$ cat src/rtl/serial_mult_pkg.sv
// Shared types and helpers for the serial shift-and-add multiplier core.
package serial_mult_pkg;

  typedef enum logic [1:0] {
    IDLE = 2'd0,
    LOAD = 2'd1,
    RUN  = 2'd2,
    DONE = 2'd3
  } state_t;

  // Bit-position counter width; never narrower than one bit.
  function automatic int cnt_width(input int word_length);
    return (word_length <= 2) ? 1 : $clog2(word_length);
  endfunction

endpackage

$ cat src/rtl/mult_bit_counter.sv
// Multiplier bit-position counter: synchronous clear, enable, terminal flag at WORD_LENGTH-1.
module mult_bit_counter
  import serial_mult_pkg::*;
#(
  parameter  int WORD_LENGTH = 8,
  localparam int CW          = cnt_width(WORD_LENGTH)
) (
  input  logic          clk,
  input  logic          reset,
  input  logic          clear,
  input  logic          enable,
  output logic [CW-1:0] count,
  output logic          terminal
);

  logic [CW-1:0] count_q;
  logic [CW-1:0] count_d;

  always_comb begin
    count_d = count_q;
    if (clear) begin
      count_d = '0;
    end else if (enable) begin
      count_d = count_q + 1'b1;
    end
  end

  always_ff @(posedge clk) begin
    if (reset) begin
      count_q <= '0;
    end else begin
      count_q <= count_d;
    end
  end

  assign count    = count_q;
  assign terminal = (count_q == CW'(WORD_LENGTH - 1));

endmodule

$ cat src/rtl/serial_multiplier_core.sv
// Shift-and-add multiplier consuming one multiplier bit per cycle, LSB first, from an upstream shift register.
// Define SERIAL_MULT_SIGNED_EN for two's-complement operands; unsigned otherwise.
module serial_multiplier_core
  import serial_mult_pkg::*;
#(
  parameter int WORD_LENGTH = 8
) (
  input  logic                     clk,
  input  logic                     reset,
  input  logic                     start,
  input  logic [WORD_LENGTH-1:0]   multiplicand,
  input  logic                     serialInput,
  output logic                     load,
  output logic                     shift,
  output logic                     busy,
  output logic                     done,
  output logic [2*WORD_LENGTH-1:0] product
);

  localparam int PW = 2 * WORD_LENGTH;
  localparam int CW = cnt_width(WORD_LENGTH);

  state_t                 state_q, state_d;
  logic                   load_q, load_d;
  logic                   shift_q, shift_d;
  logic                   busy_q, busy_d;
  logic                   done_q, done_d;
  logic [WORD_LENGTH-1:0] mcand_q, mcand_d;
  logic [PW-1:0]          acc_q, acc_d;

  logic [CW-1:0] bit_count;
  logic          bit_last;
  logic [PW-1:0] mcand_ext;
  logic [PW-1:0] partial;

  mult_bit_counter #(
    .WORD_LENGTH(WORD_LENGTH)
  ) u_bit_counter (
    .clk      (clk),
    .reset    (reset),
    .clear    (state_q == LOAD),
    .enable   (state_q == RUN),
    .count    (bit_count),
    .terminal (bit_last)
  );

`ifdef SERIAL_MULT_SIGNED_EN
  assign mcand_ext = {{WORD_LENGTH{mcand_q[WORD_LENGTH-1]}}, mcand_q};
`else
  assign mcand_ext = {{WORD_LENGTH{1'b0}}, mcand_q};
`endif

  assign partial = mcand_ext << bit_count;

  always_comb begin
    state_d = state_q;
    load_d  = load_q;
    shift_d = shift_q;
    busy_d  = busy_q;
    done_d  = done_q;
    mcand_d = mcand_q;
    acc_d   = acc_q;
    case (state_q)
      IDLE: begin
        if (start) begin
          state_d = LOAD;
          mcand_d = multiplicand;
          load_d  = 1'b1;
          busy_d  = 1'b1;
        end
      end
      LOAD: begin
        state_d = RUN;
        load_d  = 1'b0;
        shift_d = 1'b1;
        acc_d   = '0;
      end
      RUN: begin
        if (serialInput) begin
`ifdef SERIAL_MULT_SIGNED_EN
          // The multiplier's sign bit carries negative weight.
          acc_d = bit_last ? (acc_q - partial) : (acc_q + partial);
`else
          acc_d = acc_q + partial;
`endif
        end
        if (bit_last) begin
          state_d = DONE;
          shift_d = 1'b0;
          busy_d  = 1'b0;
          done_d  = 1'b1;
        end
      end
      DONE: begin
        state_d = IDLE;
        done_d  = 1'b0;
      end
      default: begin
        state_d = IDLE;
      end
    endcase
  end

  always_ff @(posedge clk) begin
    if (reset) begin
      state_q <= IDLE;
      load_q  <= 1'b0;
      shift_q <= 1'b0;
      busy_q  <= 1'b0;
      done_q  <= 1'b0;
      mcand_q <= '0;
      acc_q   <= '0;
    end else begin
      state_q <= state_d;
      load_q  <= load_d;
      shift_q <= shift_d;
      busy_q  <= busy_d;
      done_q  <= done_d;
      mcand_q <= mcand_d;
      acc_q   <= acc_d;
    end
  end

  assign load    = load_q;
  assign shift   = shift_q;
  assign busy    = busy_q;
  assign done    = done_q;
  assign product = acc_q;

endmodule

$ cat config.mk
export PLATFORM = sky130hd
export DESIGN_NAME = serial_multiplier_core
export DESIGN_NICKNAME = d
export VERILOG_FILES = /design/src/rtl/serial_mult_pkg.sv /design/src/rtl/mult_bit_counter.sv /design/src/rtl/serial_multiplier_core.sv
export SDC_FILE = /design/constraint.sdc
export NUM_CORES = 1
export LEC_CHECK = 0
export CAP_MARGIN = 15
export CORE_AREA = 2 2 72 74
export DETAILED_ROUTE_END_ITERATION = 6
export DIE_AREA = 0 0 74 76
export MAX_ROUTING_LAYER = met4
export PLACE_DENSITY = 0.81
export SLEW_MARGIN = 30
export SYNTH_ARGS = -nofsm -noshare
export SYNTH_HDL_FRONTEND = slang
export SYNTH_HIERARCHICAL = 1
export SYNTH_SLANG_ARGS = --single-unit
$ cat constraint.sdc
create_clock -name clk -period 2.8 [get_ports clk]
set_input_delay 0.42 -clock clk [delete_from_list [all_inputs] [get_ports clk]]
set_output_delay 0.42 -clock clk [all_outputs]
set_load 0.05 [all_outputs]
==> GITHUB_STEP_SUMMARY <==
### Metrics collected by this job

| Metric | Value |
|---|---|
| Internal reg-to-reg setup slack | `0.08 ns` |
| Final critical path time including I/O delays and setup | `~2.7 ns` |
| Minimum hold slack | `0.489 ns` |
| Std-Cell Rows | `26` |
| Number of fillers in the final layout | `between 400 and 500` |
| Area growth from synthesis to final layout | `26.3%` |
| Main synth FF type | `sky130_fd_sc_hd__dfxtp_1` |
| Sort of element at the end of the critical path | `flop` |
| Via count of the first global-routing pass | `2138` |
| Worst setup SP type | `flop` |
| Total CTS buffers | `5` |
| Total via count after detailed routing | `2207` |
| Count of hold-fix buffers inserted at cts | `0` |
| DP Area | `between 2000 and 3000 µm²` |
| Portion of the post-synthesis area used by sequential elements | `0.285` |
| Slew at the pin with the worst max-slew slack | `about 0.65 ns` |
| Flop area | `667 µm²` |
| First-pass DRT Iterations | `5` |
| Adder-cell share of the synthesized area | `0.127` |
| Drt via density | `5.67` |
| CTS tree | `done` |
| Utilization of the core after routing | `0.596` |
| Library cell occupying the most area in the post-synthesis netlist | `sky130_fd_sc_hd__dfxtp_1` |
| Critical path start-end classification | `reg2reg` |
| Setup slack after layout | `approximately 0.081 ns` |
| Cells after synthesis | `between 200 and 300` |
| Post-detailed-route wirelength per cell | `15.2 µm` |
| Sw power | `between 0.7 and 0.8 mW` |
| Cell Type Count | `between 40 and 50` |
| Ratio of cells with drive above 1 in the final layout | `0.154` |
| Fraction of synthesis flops using an asynchronous set or reset pin | `0` |
| Die Footprint | `5620 µm²` |
| Leakage power | `1.13 nW` |
| Status | `finished clean` |
| Aggregate negative setup slack | `0 ns` |
| Avg Cell Area, Syn | `8.17 µm²` |
| Synthesized netlist net count | `319` |
| Post-route insts no fill | `389` |
| Number of buffers inserted by port buffering | `31` |
| Crit Path Max Fanout | `7` |
## sequential cells by signal (all words and copies together), names as in the netlist
register	cells
busy	1
done	1
load	1
mcand_q	8
product	16
shift	1
state_q	2
u_bit_counter/count	3
## critical path: stages (launching register included)
cell	delay, ns
sky130_fd_sc_hd__dfxtp_2	0.34
sky130_fd_sc_hd__buf_6	0.14
sky130_fd_sc_hd__mux2i_1	0.13
sky130_fd_sc_hd__mux2_2	0.29
sky130_fd_sc_hd__mux2i_1	0.17
sky130_fd_sc_hd__ha_2	0.34
sky130_fd_sc_hd__o21a_1	0.18
sky130_fd_sc_hd__o21a_1	0.17
sky130_fd_sc_hd__o21a_1	0.16
sky130_fd_sc_hd__o21ai_0	0.14
sky130_fd_sc_hd__o21ai_0	0.16
sky130_fd_sc_hd__a311oi_1	0.37
## cell usage after synthesis, drive strengths merged (4+ instances only)
| master | count |
|---|---|
| a21o | 5 |
| a21oi | 27 |
| a22o | 6 |
| a22oi | 5 |
| and2 | 7 |
| buf | 4 |
| clkbuf | 8 |
| dfxtp | 33 |
| ha | 22 |
| inv | 11 |
| mux2 | 6 |
| mux2i | 11 |
| nand2 | 37 |
| nor2 | 26 |
| nor3 | 8 |
| o21a | 6 |
| o21ai | 16 |
| o22ai | 5 |
| xnor2 | 10 |
## cell type report
class	instances	share of cell area
Inverter	11	0.0141
Sequential cell	33	0.228
Tap cell	70	0.0299
Timing Repair Buffer	40	0.130
Multi-Input combinational cell	228	0.567
Clock inverter	1	0.00256
Clock buffer	6	0.0282
## metal layers
metal / track usage / part of all wire
met5: - / 0
met4: 0.0964 / 0.024
met3: 0.0410 / 0.047
met2: 0.349 / 0.50
met1: 0.274 / 0.43
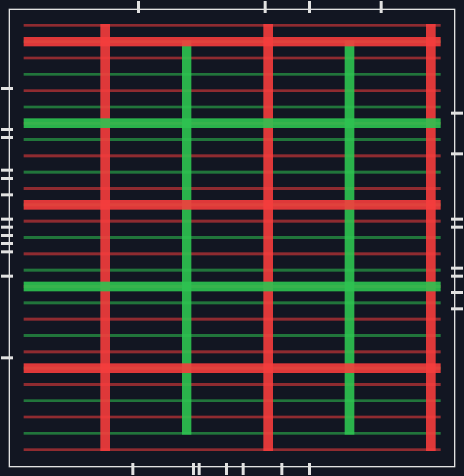
power_grid.png
(6 px per µm) Pins as bars on the die edge.
legend:
  VDD:
    color: green
  VSS:
    color: red
met5 straps: 5
rows: 26
signal pins: 32

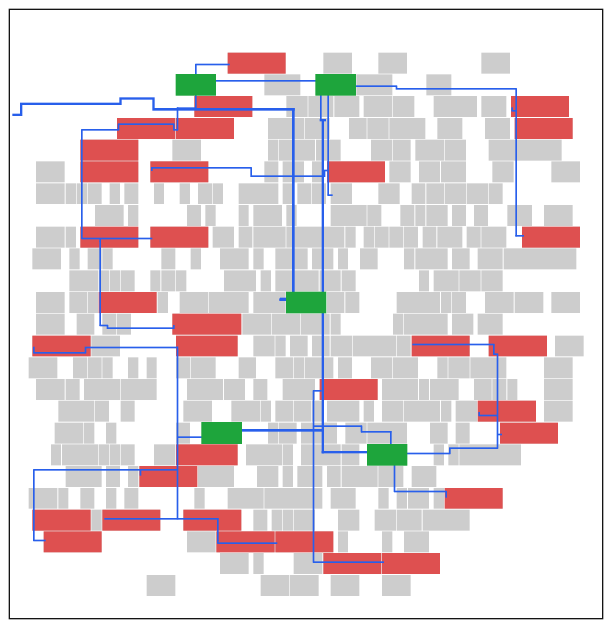
clk_routes.png
(8 px per µm)
legend:
  flip-flops:
    color: red
    count: 33
  clock drivers:
    color: green
    count: 5
  clock wires:
    color: blue
    length: 505 µm
routed clock nets: 6
skew final: 0.00948 ns
reported clock group power: 0.378 mW
power share of the clock group: 0.220
clock network latency to the later pin of the worst-skew pair: 0.29 ns

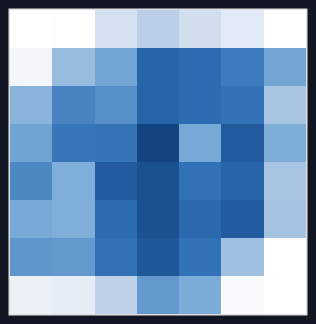
cell_density.png
(4 px per µm) The die is cut into 7 by 8 equal tiles; white is low, dark blue is high, 0 to 100% covered.
mean over tiles: 51%
tiles over 75% full: 25%
nearly empty tiles: 8.9%
fullest tile: 93%
emptiest ninth of the die: north-west

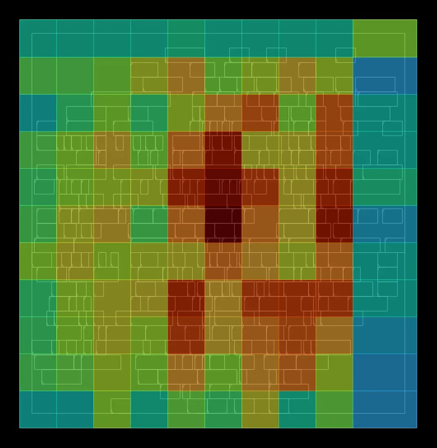
congestion.png
All-Layer GR Usage: 0.222
met1 track utilization from global routing: 0.274
M2 GR Usage: 0.349

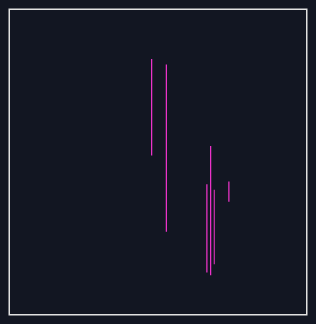
layer_met4.png
(4 px per µm)
main direction: vertical
wire length on this layer: 142 µm

Power is estimated from default activity; no workload was simulated.
